===== src/rtl/cache_pkg.sv =====
// cache_pkg: shared state type, default geometry and index-width helper for the block-fill controller
package cache_pkg;
  typedef enum logic {IDLE, FILL} state_e;
  localparam int DEF_DATA_W = 16;
  localparam int DEF_ADDR_W = 16;
  localparam int DEF_WORDS  = 8;
  function automatic int idx_w(input int words);
    return $clog2(words);
  endfunction
endpackage


===== src/rtl/cache_fill_fsm_word_counter.sv =====
// word_counter: W-bit up counter with synchronous clear (priority) and increment enable
module word_counter #(
  parameter int W = 4
) (
  input  logic         clk,
  input  logic         rst_n,
  input  logic         clr,
  input  logic         inc,
  output logic [W-1:0] cnt
);
  logic [W-1:0] cnt_q, cnt_d;
  // clear wins over increment
  always_comb cnt_d = clr ? '0 : inc ? cnt_q + 1'b1 : cnt_q;
  // count register
  always_ff @(posedge clk or negedge rst_n)
    if (!rst_n) cnt_q <= '0;
    else cnt_q <= cnt_d;
  assign cnt = cnt_q;
endmodule


===== src/rtl/cache_fill_fsm.sv =====
// cache_fill_fsm: fetches one cache block as pipelined word reads, writes each word, then the tag
module cache_fill_fsm
  import cache_pkg::*;
#(
  parameter int DATA_W = DEF_DATA_W,
  parameter int ADDR_W = DEF_ADDR_W,
  parameter int WORDS  = DEF_WORDS,
  localparam int IDX_W = idx_w(WORDS),
  localparam int OFF_W = IDX_W + 1
) (
  input  logic              clk,
  input  logic              rst_n,
  input  logic              miss_detected,
  input  logic [ADDR_W-1:0] miss_address,
  output logic              fsm_busy,
  output logic              mem_req,
  output logic [ADDR_W-1:0] mem_addr,
  input  logic              mem_ready,
  input  logic              mem_data_valid,
  input  logic [DATA_W-1:0] mem_data,
  output logic              write_data_array,
  output logic [IDX_W-1:0]  data_word_idx,
  output logic [DATA_W-1:0] data_out,
  output logic              write_tag_array,
  output logic              fill_done
);
  localparam int CW = IDX_W + 1;
  localparam logic [CW-1:0] FULL = CW'(WORDS);
  localparam logic [CW-1:0] LAST = CW'(WORDS - 1);
  state_e            state_q, state_d;
  logic [ADDR_W-1:0] base_q, base_d;
  logic              fill_done_q, fill_done_d;
  logic [CW-1:0]     iss_cnt, ret_cnt;
  logic              filling, start, issue, last;
  // next-state and output decode from registered state and counters only
  always_comb begin
    filling          = state_q == FILL;
    start            = !filling && miss_detected;
    mem_req          = filling && (iss_cnt < FULL);
    issue            = mem_req && mem_ready;
    write_data_array = filling && mem_data_valid;
    last             = write_data_array && (ret_cnt == LAST);
    write_tag_array  = last;
    state_d          = start ? FILL : last ? IDLE : state_q;
    base_d           = start ? {miss_address[ADDR_W-1:OFF_W], {OFF_W{1'b0}}} : base_q;
    fill_done_d      = last;
    fsm_busy         = filling;
    mem_addr         = base_q + ADDR_W'({iss_cnt, 1'b0});
    data_word_idx    = ret_cnt[IDX_W-1:0];
    data_out         = mem_data;
    fill_done        = fill_done_q;
  end
  // FSM state, latched block base and the one-cycle completion pulse
  always_ff @(posedge clk or negedge rst_n)
    if (!rst_n) begin
      state_q     <= IDLE;
      base_q      <= '0;
      fill_done_q <= 1'b0;
    end else begin
      state_q     <= state_d;
      base_q      <= base_d;
      fill_done_q <= fill_done_d;
    end
  word_counter #(.W(CW)) u_iss (
    .clk(clk), .rst_n(rst_n), .clr(start), .inc(issue), .cnt(iss_cnt)
  );
  word_counter #(.W(CW)) u_ret (
    .clk(clk), .rst_n(rst_n), .clr(start), .inc(write_data_array), .cnt(ret_cnt)
  );
endmodule


===== config.mk =====
export PLATFORM = sky130hd
export DESIGN_NAME = cache_fill_fsm
export DESIGN_NICKNAME = d
export VERILOG_FILES = /design/src/rtl/cache_pkg.sv /design/src/rtl/cache_fill_fsm_word_counter.sv /design/src/rtl/cache_fill_fsm.sv
export SDC_FILE = /design/constraint.sdc
export NUM_CORES = 1
export LEC_CHECK = 0
export ABC_AREA = 1
export CAP_MARGIN = 0
export CELL_PAD_IN_SITES_DETAIL_PLACEMENT = 0
export CELL_PAD_IN_SITES_GLOBAL_PLACEMENT = 2
export CORE_ASPECT_RATIO = 0.7
export CORE_UTILIZATION = 20
export DETAILED_ROUTE_END_ITERATION = 12
export PLACE_DENSITY = 0.79
export SKIP_CTS_REPAIR_TIMING = 1
export SLEW_MARGIN = 20
export SYNTH_ARGS = -nofsm -noshare
export SYNTH_HDL_FRONTEND = slang
export SYNTH_SLANG_ARGS = --single-unit

===== constraint.sdc =====
create_clock -name clk -period 1.6 [get_ports clk]
set_input_delay 0.32 -clock clk [delete_from_list [all_inputs] [get_ports clk]]
set_output_delay 0.32 -clock clk [all_outputs]
set_load 0.02 [all_outputs]

==> run_1/met2.png <==
The bar under the picture is 20 um long. Cells faint in the background.
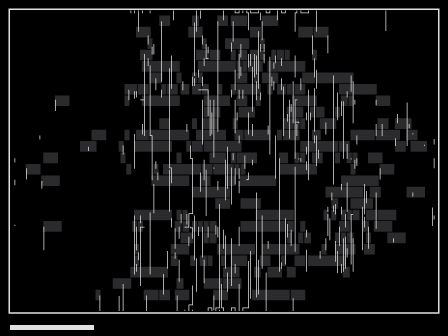
main direction	vertical
share of all routed wire	40%
wire length on this layer	1,320 um
longest straight run	26.9 um
nets with wire on the layer	200

==> run_1/met3.png <==
The bar under the picture is 20 um long.
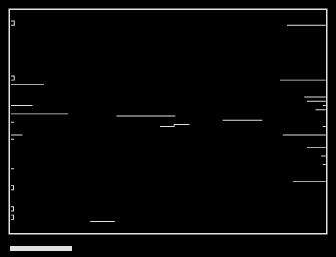
longest straight run	18.6 um
nets with wire on the layer	27

==> qor.yml, run 1 <==
outcome:
  status: "complete, but fails checks"
  violations: "setup timing"
setup_path:
  crit_type: "reg -> out"
  required_ns: 1.28
  reg2reg_depth: 7
  rrSetupSlack_ns: 0.43
  timing.rr.end: "u_iss.cnt[3]"
  critPathMaxFanout: 3
  worstSetupStartpoint: "u_iss.cnt[3]"
  endpoint: "mem_addr[10]"
  cp.arrival_ns: 1.53
synth:
  synthAoiAreaFrac: 0.0565
  seq_area_frac_synth: 0.394
  syn-cell-area_um2: 1400
  synth_cell_type_count: 22
  adder_share: 0.0358
  syn_avg_cell_area_um2: 7.89
  synthCells: 177
  ys_cells: 177
  floorplan.nets: 218
  yosys-stat-area_um2: 1400
  ys_seq_elements: 22
  synth_warnings: 0
  logic_family: "simple AND/OR/NAND/NOR gates"
  xor_share: 0.0502
  mux_area_frac: 0
  ys_sh_simple: 0.268
timing:
  hold_viol: 0
  timing.hold.ws_ns: 0.400
  skew_ns: 0.00653
  layout_setup_ws_ns: -0.246
  max_freq_ghz: 0.542
  setup_viol: 10
  drv_slew: 0
power:
  total_power_mw: 3.77
  power_leakage_nw: 1.07
global_routing:
  gr-total-overflow: 0
  antenna_found_initial: 0
  grt.total_usage: 0.0930
clocking:
  clock_latency_ns: 0.26
  numCtsBuffers: 3
  clock_path_buffers: 2
  clockRootBuffer: "clkbuf_8"
  cts_max_level: 1
finish:
  synthToLayoutAreaGrowth_pct: 51.7
  fillers: 750
  diodes: 0
  layout-drive-gt1-share: 0.344
drt:
  vias: 1160
  wl_um: 3310
  dr.pass1.iters: 4
  drt_iter0_drc: 59
  ant_nets: 0
placement:
  place_congestion: 0.725
  post-place-ws_ns: -0.521
job:
  warnings: 31
die:
  design.die.area_um2: 7330
  rows: 25
  die_w_um: 102
  top_level_ports: 77
  fp.dieH_um: 71.9
==> run_1/final_congestion.png <==
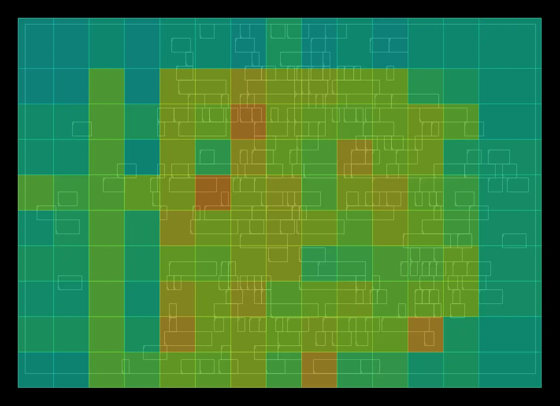
utilization after layout: 0.314
DR WL/cell: 10.6 um

==> run 1: synth_stat cells (all sizes together) <==
library cell | count | share of area
xnor2 | 2 | 0.013
nor2 | 16 | 0.054
nand2 | 52 | 0.15
conb | 1 | 0.0027
nor3 | 2 | 0.0072
inv | 19 | 0.053
nand4 | 3 | 0.013
o21ai | 10 | 0.049
nand3 | 13 | 0.047
dfrtp | 22 | 0.39
buf | 25 | 0.14
ha | 4 | 0.036
a21oi | 2 | 0.0072
xor2 | 6 | 0.038
==> run 1: state kept, by name, summed over array words and instances, names as in the netlist <==
register,count
u_ret.cnt,4
u_iss.cnt,4
fsm_busy,1
base_q,12
fill_done,1
==> run 1: worst min path at each step <==
stage	from	end	slack (ns)	depth (start not counted)
floorplan	rst_n	base_q[10]	0.02	0
global placement	base_q[4]	base_q[4]	0.48	2
detailed placement	base_q[4]	base_q[4]	0.49	2
CTS	rst_n	base_q[4]	0.40	2
global route	rst_n	base_q[5]	0.42	2
finish	rst_n	base_q[4]	0.40	2
==> run 1: critical path: stages, from the launching register on <==
cell,delay (ns)
dfrtp_1,0.40
ha_4,0.17
ha_4,0.17
nand3_4,0.11
nor2_4,0.15
xor2_2,0.12
buf_4,0.15
==> run 1: routing by layer <==
metal,GRT usage,wire length (um),vias to the layer above
li1,-,-,610
met1,0.143,1770,522
met2,0.125,1320,26
met3,0.0212,178,2
met4,0.0333,34,0
met5,0,0,-
==> run 1: kinds of logic after synthesis <==
| group | Yosys count |
|---|---|
| adder cells (fa/ha/maj) | 4 |
| AND/OR/NAND/NOR | 86 |
| other | 1 |
| flip-flops | 22 |
| buffers and inverters | 44 |
| AND-OR/OR-AND | 12 |
| XOR/XNOR | 8 |
==> run 1: metrics by stage <==
step / util / std cells / area [um2] / TNS (ns)
2_1_floorplan: - / 177 / 1410 / 0
3_3_place_gp: 0.280 / 307 / 1890 / -4.87
3_5_place_dp: 0.280 / 307 / 1890 / -5.06
4_1_cts: 0.291 / 311 / 1960 / -9.54
5_1_grt: 0.314 / 312 / 2120 / -2.63
6_report: 0.314 / 312 / 2120 / -1.65
==> run 1: cell type report <==
cell class	instances	area [um2]	area share
Clock buffer	3	41.3	0.0195
Clock inverter	1	30.0	0.0142
Inverter	19	76.3	0.0360
Multi-Input combinational cell	111	727	0.343
Sequential cell	22	552	0.260
Tap cell	94	118	0.0555
Timing Repair Buffer	62	574	0.271
==> run 1: report_power, final <==
group / switching, mW / total, mW / internal (mW) / leakage [nW]
sequential: 0.237 / 1.05 / 0.809 / 0.271
combinational: 1.16 / 2.21 / 1.05 / 0.766
clock: 0.188 / 0.522 / 0.334 / 0.0357
==> run 1: placed cells by master, fill, tap and decap left out, types with 2 or more instances in the layout <==
cell type and n:
nand2_1 46, buf_4 27, dfrtp_1 21, clkdlybuf4s50_1 17
inv_1 16, nand3_1 9, dlymetal6s2s_1 9, nor2_1 8
buf_6 7, nor2_4 6, o21ai_2 5, o21ai_0 5
nand2_2 4, nand4_1 3, xor2_2 3, xor2_1 3
clkbuf_8 3, nand2_4 2, nor2_2 2, nand3_4 2
xnor2_2 2, inv_4 2, nand3_2 2, nor3_1 2
a21oi_1 2, ha_4 2, clkbuf_2 2
==> run 1 -> run 2 <==
--- a/config.mk
+++ b/config.mk
@@ -10,8 +10,10 @@
 export CELL_PAD_IN_SITES_DETAIL_PLACEMENT = 0
 export CELL_PAD_IN_SITES_GLOBAL_PLACEMENT = 2
 export CORE_ASPECT_RATIO = 0.7
+export CORE_MARGIN = 1.5
 export CORE_UTILIZATION = 20
 export DETAILED_ROUTE_END_ITERATION = 12
+export GPL_ROUTABILITY_DRIVEN = 0
 export PLACE_DENSITY = 0.79
 export SKIP_CTS_REPAIR_TIMING = 1
 export SLEW_MARGIN = 20
==> run 2 against run 1 <==
Effect of this change: combinational power down 3%; largest cell class unchanged; cell count up 0.32%; final area down 2.7%; largest power group unchanged; critical path type unchanged; the run still ends with setup timing left; clock-buffer cell count up 1; register-to-register slack about the same.
==> qor.yml, run 2 <==
outcome:
  status: "complete, but fails checks"
  violations: "setup timing"
finish:
  top_register: "base_q"
  layout-drive-gt1-share: 0.333  # -0.0107
  utilization: 0.305  # -0.00833
  lay_top_cells: "nand2_1 (47), buf_4 (28), dfrtp_1 (21)"
  synthToLayoutAreaGrowth_pct: 47.7
  largest_register_ff_count: 12  # unchanged
  diodes: 0  # unchanged
  layout_top_cell: "nand2_1"
  nets: 261
  fin_area_um2: 2060  # -2.7%
  final_cells: 313  # +0.32%
synth:
  floorplan.nets: 218  # unchanged
  top_area_frac: 0.394  # unchanged
  synthCells: 177  # unchanged
  top_area_cell: "dfrtp_1"
  seq_area_frac_synth: 0.394  # unchanged
  syn-cell-area_um2: 1400  # unchanged
  edf_count: 0  # unchanged
  yosys-stat-area_um2: 1400  # unchanged
  common_cells: "nand2_1 (50), buf_4 (23), dfrtp_1 (22)"
  syn_avg_cell_area_um2: 7.89  # unchanged
  flop_cell: "dfrtp_1"
  synth_top_cell_by_count: "nand2_1"
  synth_warnings: 0  # unchanged
  ys_cells: 177  # unchanged
  synth_cell_type_count: 22  # unchanged
  ys_top_cells_by_area: "dfrtp_1 (39%), nand2_1 (13%), buf_4 (12%), nand3_1 (4.7%), inv_1 (4.6%)"
  async_reset_ff_frac: 1.00  # unchanged
  ys_seq_elements: 22  # unchanged
clocking:
  cts.sinks: 22
  clk_pin_slew_ns: 0.08
  cts_max_level: 1  # unchanged
  clock_path_buffers: 2  # unchanged
  cts_tree: "yes"
  clockRootBuffer: "clkbuf_8"
  numCtsBuffers: 3  # unchanged
  clock_latency_ns: 0.26  # about the same
placement:
  dp_hpwl_um: 2470
  dp_cells: 307  # unchanged
  postPlaceCellArea_um2: 1890  # unchanged
  numPortBuffers: 39
power:
  switching_share: 0.429  # +0.0103
  total_power_mw: 3.58  # -5.0%
  pwr-share-comb: 0.599  # +0.014
  p_sw_mw: 1.54  # -2.7%
  p_seq_frac: 0.287  # +0.010
  peakVddDrop_uv: 429
  power_frac_clock: 0.114  # -0.024
  power_leakage_nw: 1.05  # -2.4%
  p_int_mw: 2.04  # -6.7%
  pwr_density_cell_nw_per_um2: 1740
setup_path:
  critPathMaxFanout: 3  # unchanged
  required_ns: 1.28  # about the same
  slowest_stage: "dfrtp_1"
  crit_path_end_kind: "primary output"
  cp.arrival_ns: 1.54  # about the same
  cp-start-kind: "flop"
  max_stage_delay_ns: 0.36  # -0.04 ns
  crit_path_cell_trace: "ha_2 -> buf_4 -> nand2_2 -> nor2_4 -> nand2_2 -> xor2_2 -> buf_4"
  crit_type: "reg -> out"
timing:
  final_period_minus_worst_setup_slack_ns: 1.86
  fin_crit_sh: 1.16
  grt_setup_unrepaired: "true"
  drv_slew: 0  # unchanged
  max_freq_ghz: 0.538  # -0.69%
  setup_tns_ns: -2.02  # -0.368 ns
  hold_viol: 0  # unchanged
  layout_setup_ws_ns: -0.258  # -0.0128 ns
  skew_ns: 0.00148  # -0.00506 ns
  setup_viol: 10  # unchanged
global_routing:
  gr-total-overflow: 0  # unchanged
  antenna_found_initial: 0  # unchanged
  grt_pass1_wl_um: 5240
  grt_pass1_vias: 1100
  grt_max_degree: 23
  grt.total_usage: 0.0913  # -0.00175
drt:
  drt-wirelength-per-cell_um: 10.5  # -1.3%
  topRoutingLayerUsed: "met4"
  drc: 0
  vias_per_cell: 3.67
  drt_iter0_drc: 54  # -8.5%
  wl_um: 3270  # -1.0%
  vias: 1149  # -0.95%
  dr_wl_met2_um: 1360  # +3.3%
  ant_nets: 0  # unchanged
  wl_met1_um: 1670  # -5.6%
  dr.pass1.iters: 4  # unchanged
  wl_met3_um: 191  # +7.3%
hold_path:
  hp-class: "in -> async"
die:
  fp_util: 0.207
  core-area_um2: 6760
  top_level_ports: 77  # unchanged
  rows: 25  # unchanged
  design.die.area_um2: 7500  # +2.4%
  fp.dieH_um: 72.9  # +1.4%
  die_w_um: 103  # +0.98%
job:
  cap_violations: 0
  warnings: 31  # unchanged
## run 2: worst max-delay path, delay by kind of cell, from the launching register on
kind	cells	cell delay [ns]
DFF	1	0.36
buffers and inverters	2	0.27
and+or+nand+nor	3	0.26
adders and majority gates	1	0.21
xor gates and xnor gates	1	0.17
## run 2: logic make-up after synthesis
kind of cell / Yosys count / share of synthesized area
xor+xnor: 8 / 0.0502
fa+ha+maj: 4 / 0.0358
buf+inv: 44 / 0.193
other cells: 1 / 0.00269
simple gates: 86 / 0.268
flops: 22 / 0.394
compound gates: 12 / 0.0564
## run 2: final timing paths
check	depth (start not counted)	slack, ns	start	endpoint
max	7	-0.26	u_iss.cnt[3]	mem_addr[11]
min	2	0.40	rst_n	u_iss.cnt[1]
max reg2reg	7	0.42	fsm_busy	u_iss.cnt[3]
min reg2reg	2	0.54	u_ret.cnt[3]	u_ret.cnt[3]
max in group asynchronous	2	0.95	rst_n	base_q[6]
min in group clk	2	0.54	u_ret.cnt[3]	u_ret.cnt[3]
## run 2: final cells by class
cell class	instances	area [um2]
fill	750	4690
inverter	19	73.8
clock buffer	4	55.1
timing repair buffer	63	577
tap	94	118
multi-input combinational	111	687
sequential	22	552
## run 2: metal layers
layer / vias to the layer above / track usage
met5: - / 0
met2: 20 / 0.124
met1: 518 / 0.136
met3: 4 / 0.0220
li1: 607 / -
met4: 0 / 0.0390
## run 2: power by group through the flow
stage          sequential (mW)  combinational, mW  clock (mW)
3_5_place_dp              1.02               2.14           0
6_report                  1.03               2.15       0.407
5_1_grt                   1.07               2.38       0.448
3_3_place_gp              1.02               2.14           0
2_1_floorplan             1.03               1.24           0
4_1_cts                   1.01               2.15       0.425
## run 2: per-stage QoR
stage               hold WS, ns  worst slack, ns
floorplan                0.0244           0.0131
global placement          0.476           -0.486
detailed placement        0.475           -0.514
CTS                       0.405           -0.816
global route              0.437           -0.345
finish                    0.402           -0.258
==> run_2/met2.png <==
The bar under the picture is 20 um long. Cells faint in the background.
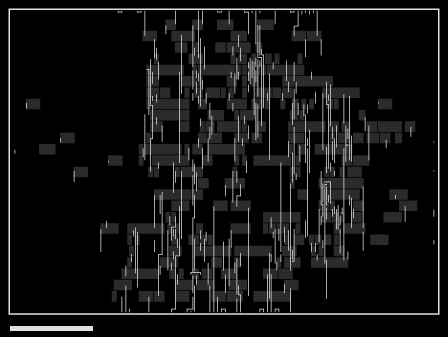
longest straight run	26.9 um
wire length on this layer	1,360 um
main direction	vertical

==> run_2/met1.png <==
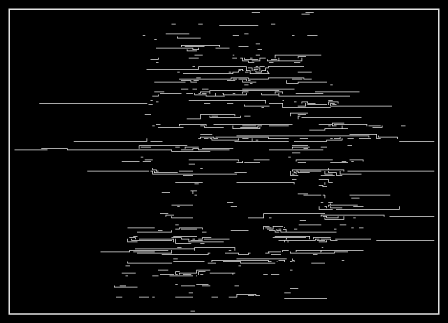
wire length on this layer	1,670 um
main direction	horizontal
longest straight run	31.7 um
share of all routed wire	51%

==> run 2 -> run 3 <==
--- a/config.mk
+++ b/config.mk
@@ -12,6 +12,7 @@
 export CORE_ASPECT_RATIO = 0.7
 export CORE_MARGIN = 1.5
 export CORE_UTILIZATION = 20
+export CTS_CLUSTER_SIZE = 25
 export DETAILED_ROUTE_END_ITERATION = 12
 export GPL_ROUTABILITY_DRIVEN = 0
 export PLACE_DENSITY = 0.79
==> run 3 against run 2 <==
Effect of this change: the run still ends with setup timing left; area after synthesis is the same; register-to-register slack barely moved; sequential cell count did not move; routed wire length unchanged; first-iteration DRC count unchanged; sequential share of layout area is the same; clock-buffer cell count is the same; critical path depth stayed put; final area is the same; critical endpoint unchanged; largest power group unchanged.
==> qor.yml, run 3 <==
die:
  die_w_um: 103  # unchanged
  core-area_um2: 6760  # unchanged
  rows: 25  # unchanged
  fp_util: 0.207  # unchanged
  design.die.area_um2: 7500  # unchanged
synth:
  synth_top_cell_by_count: "nand2_1"
  floorplan.nets: 218  # unchanged
  logic_family: "simple AND/OR/NAND/NOR gates"
  ys_sh_simple: 0.268  # unchanged
  synthCells: 177  # unchanged
  ys_cells: 177  # unchanged
  mux_area_frac: 0  # unchanged
  ys_top_cells_by_area: "dfrtp_1 (39%), nand2_1 (13%), buf_4 (12%), nand3_1 (4.7%), inv_1 (4.6%)"
  xor_share: 0.0502  # unchanged
  async_reset_ff_frac: 1.00  # unchanged
  flop_cell: "dfrtp_1"
  seq_area_frac_synth: 0.394  # unchanged
  syn-cell-area_um2: 1400  # unchanged
  synthAoiAreaFrac: 0.0565  # unchanged
  top_area_frac: 0.394  # unchanged
  syn_avg_cell_area_um2: 7.89  # unchanged
  common_cells: "nand2_1 (50), buf_4 (23), dfrtp_1 (22)"
clocking:
  clock_path_buffers: 2  # unchanged
  clock_latency_ns: 0.26  # about the same
  cts_tree: "yes"
  clockRootBuffer: "clkbuf_8"
  cts.sinks: 22  # unchanged
  numCtsBuffers: 3  # unchanged
drt:
  wl_um: 3270  # unchanged
  dr.pass1.iters: 4  # unchanged
  drt-wirelength-per-cell_um: 10.5  # unchanged
  drt_iter0_drc: 54  # unchanged
  drc: 0  # unchanged
  vias: 1149  # unchanged
  ant_nets: 0  # unchanged
outcome:
  status: "complete, but fails checks"
  violations: "setup timing"
global_routing:
  grt_pass1_vias: 1100  # unchanged
  grt_pass1_wl_um: 5240  # unchanged
  grt_max_degree: 23  # unchanged
  grt.total_usage: 0.0913  # unchanged
  antenna_found_initial: 0  # unchanged
  gr-total-overflow: 0  # unchanged
timing:
  fin_crit_sh: 1.16  # unchanged
  skew_ns: 0.00148  # unchanged
  layout_setup_ws_ns: -0.258  # unchanged
  timing.hold.ws_ns: 0.402  # unchanged
  max_freq_ghz: 0.538  # unchanged
  final_period_minus_worst_setup_slack_ns: 1.86  # unchanged
  setup_viol: 10  # unchanged
  drv_slew: 0  # unchanged
power:
  pwr-share-comb: 0.599  # about the same
  p_sw_mw: 1.54  # unchanged
  p_int_mw: 2.04  # unchanged
  power_frac_clock: 0.114  # about the same
  switching_share: 0.429  # unchanged
finish:
  layout-drive-gt1-share: 0.333  # unchanged
  layout_top_cell: "nand2_1"
  largest_register_ff_count: 12  # unchanged
  comb_area_um2: 687  # unchanged
  synthToLayoutAreaGrowth_pct: 47.7  # unchanged
  top_register: "base_q"
  lay_top_cells: "nand2_1 (47), buf_4 (28), dfrtp_1 (21)"
setup_path:
  crit_type: "reg -> out"
  crit_path_end_kind: "primary output"
  slowest_stage: "dfrtp_1"
  required_ns: 1.28  # about the same
  crit_path_cell_trace: "ha_2 -> buf_4 -> nand2_2 -> nor2_4 -> nand2_2 -> xor2_2 -> buf_4"
  max_stage_delay_ns: 0.36  # about the same
job:
  warnings: 31  # unchanged
  cap_violations: 0  # unchanged
-- run 3: logic make-up (layout without fill, tap and decap cells) --
group                      count (synthesis)  in the layout
AOI/OAI and AO/OA                         12             12
xor gates and xnor gates                   8              8
adders and majority gates                  4              4
buffers and inverters                     44             86
DFF                                       22             22
other                                      1              1
and+or+nand+nor                           86             86
-- run 3: layout make-up --
class	count	area share
clock buffer	4	0.0267
inverter	19	0.0358
multi-input combinational	111	0.333
sequential	22	0.268
tap	94	0.0570
timing repair buffer	63	0.280
-- run 3: power groups by stage --
stage	combinational, mW	clock (mW)	sequential, mW
3_3_place_gp	2.14	0	1.02
4_1_cts	2.15	0.425	1.01
2_1_floorplan	1.24	0	1.03
3_5_place_dp	2.14	0	1.02
5_1_grt	2.38	0.448	1.07
6_report	2.15	0.407	1.03
-- run 3: per-layer routing --
| metal | GRT usage | wire length (um) | vias to the layer above |
|---|---|---|---|
| li1 | - | - | 607 |
| met2 | 0.124 | 1360 | 20 |
| met3 | 0.0220 | 191 | 4 |
| met1 | 0.136 | 1670 | 518 |
| met5 | 0 | 0 | - |
| met4 | 0.0390 | 44 | 0 |
-- run 3: through the flow --
step           utilization  instance area, um2  setup WS (ns)  instances
2_1_floorplan            -                1410         0.0131        177
3_3_place_gp         0.280                1890         -0.486        307
3_5_place_dp         0.280                1890         -0.514        307
4_1_cts              0.288                1950         -0.816        311
5_1_grt              0.305                2060         -0.345        313
6_report             0.305                2060         -0.258        313
-- run 3: worst paths after layout --
kind | end | from | depth (start not counted) | slack (ns)
setup reg to reg | u_iss.cnt[3] | fsm_busy | 7 | 0.42
min in group clk | u_ret.cnt[3] | u_ret.cnt[3] | 2 | 0.54
hold / removal | u_iss.cnt[1] | rst_n | 2 | 0.40
max in group asynchronous | base_q[6] | rst_n | 2 | 0.95
setup / recovery | mem_addr[11] | u_iss.cnt[3] | 7 | -0.26
hold reg to reg | u_ret.cnt[3] | u_ret.cnt[3] | 2 | 0.54
==> run_3/registers.png <==
The bar under the picture is 20 um long.
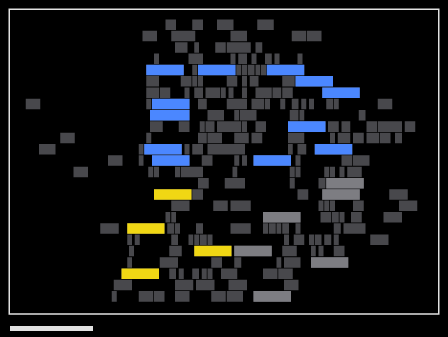
netlist name	colour	placed flops
base_q	blue	12
u_iss.cnt	yellow	4

==> run_3/final_congestion.png <==
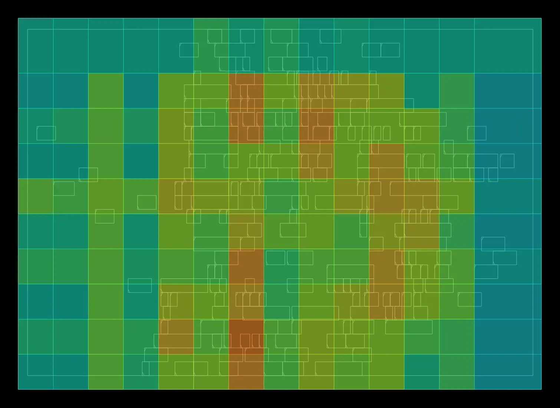
busiest grt layer: met1
routing usage on met1: 0.136

Power figures rest on the tool's default switching activity, not on a simulated workload.
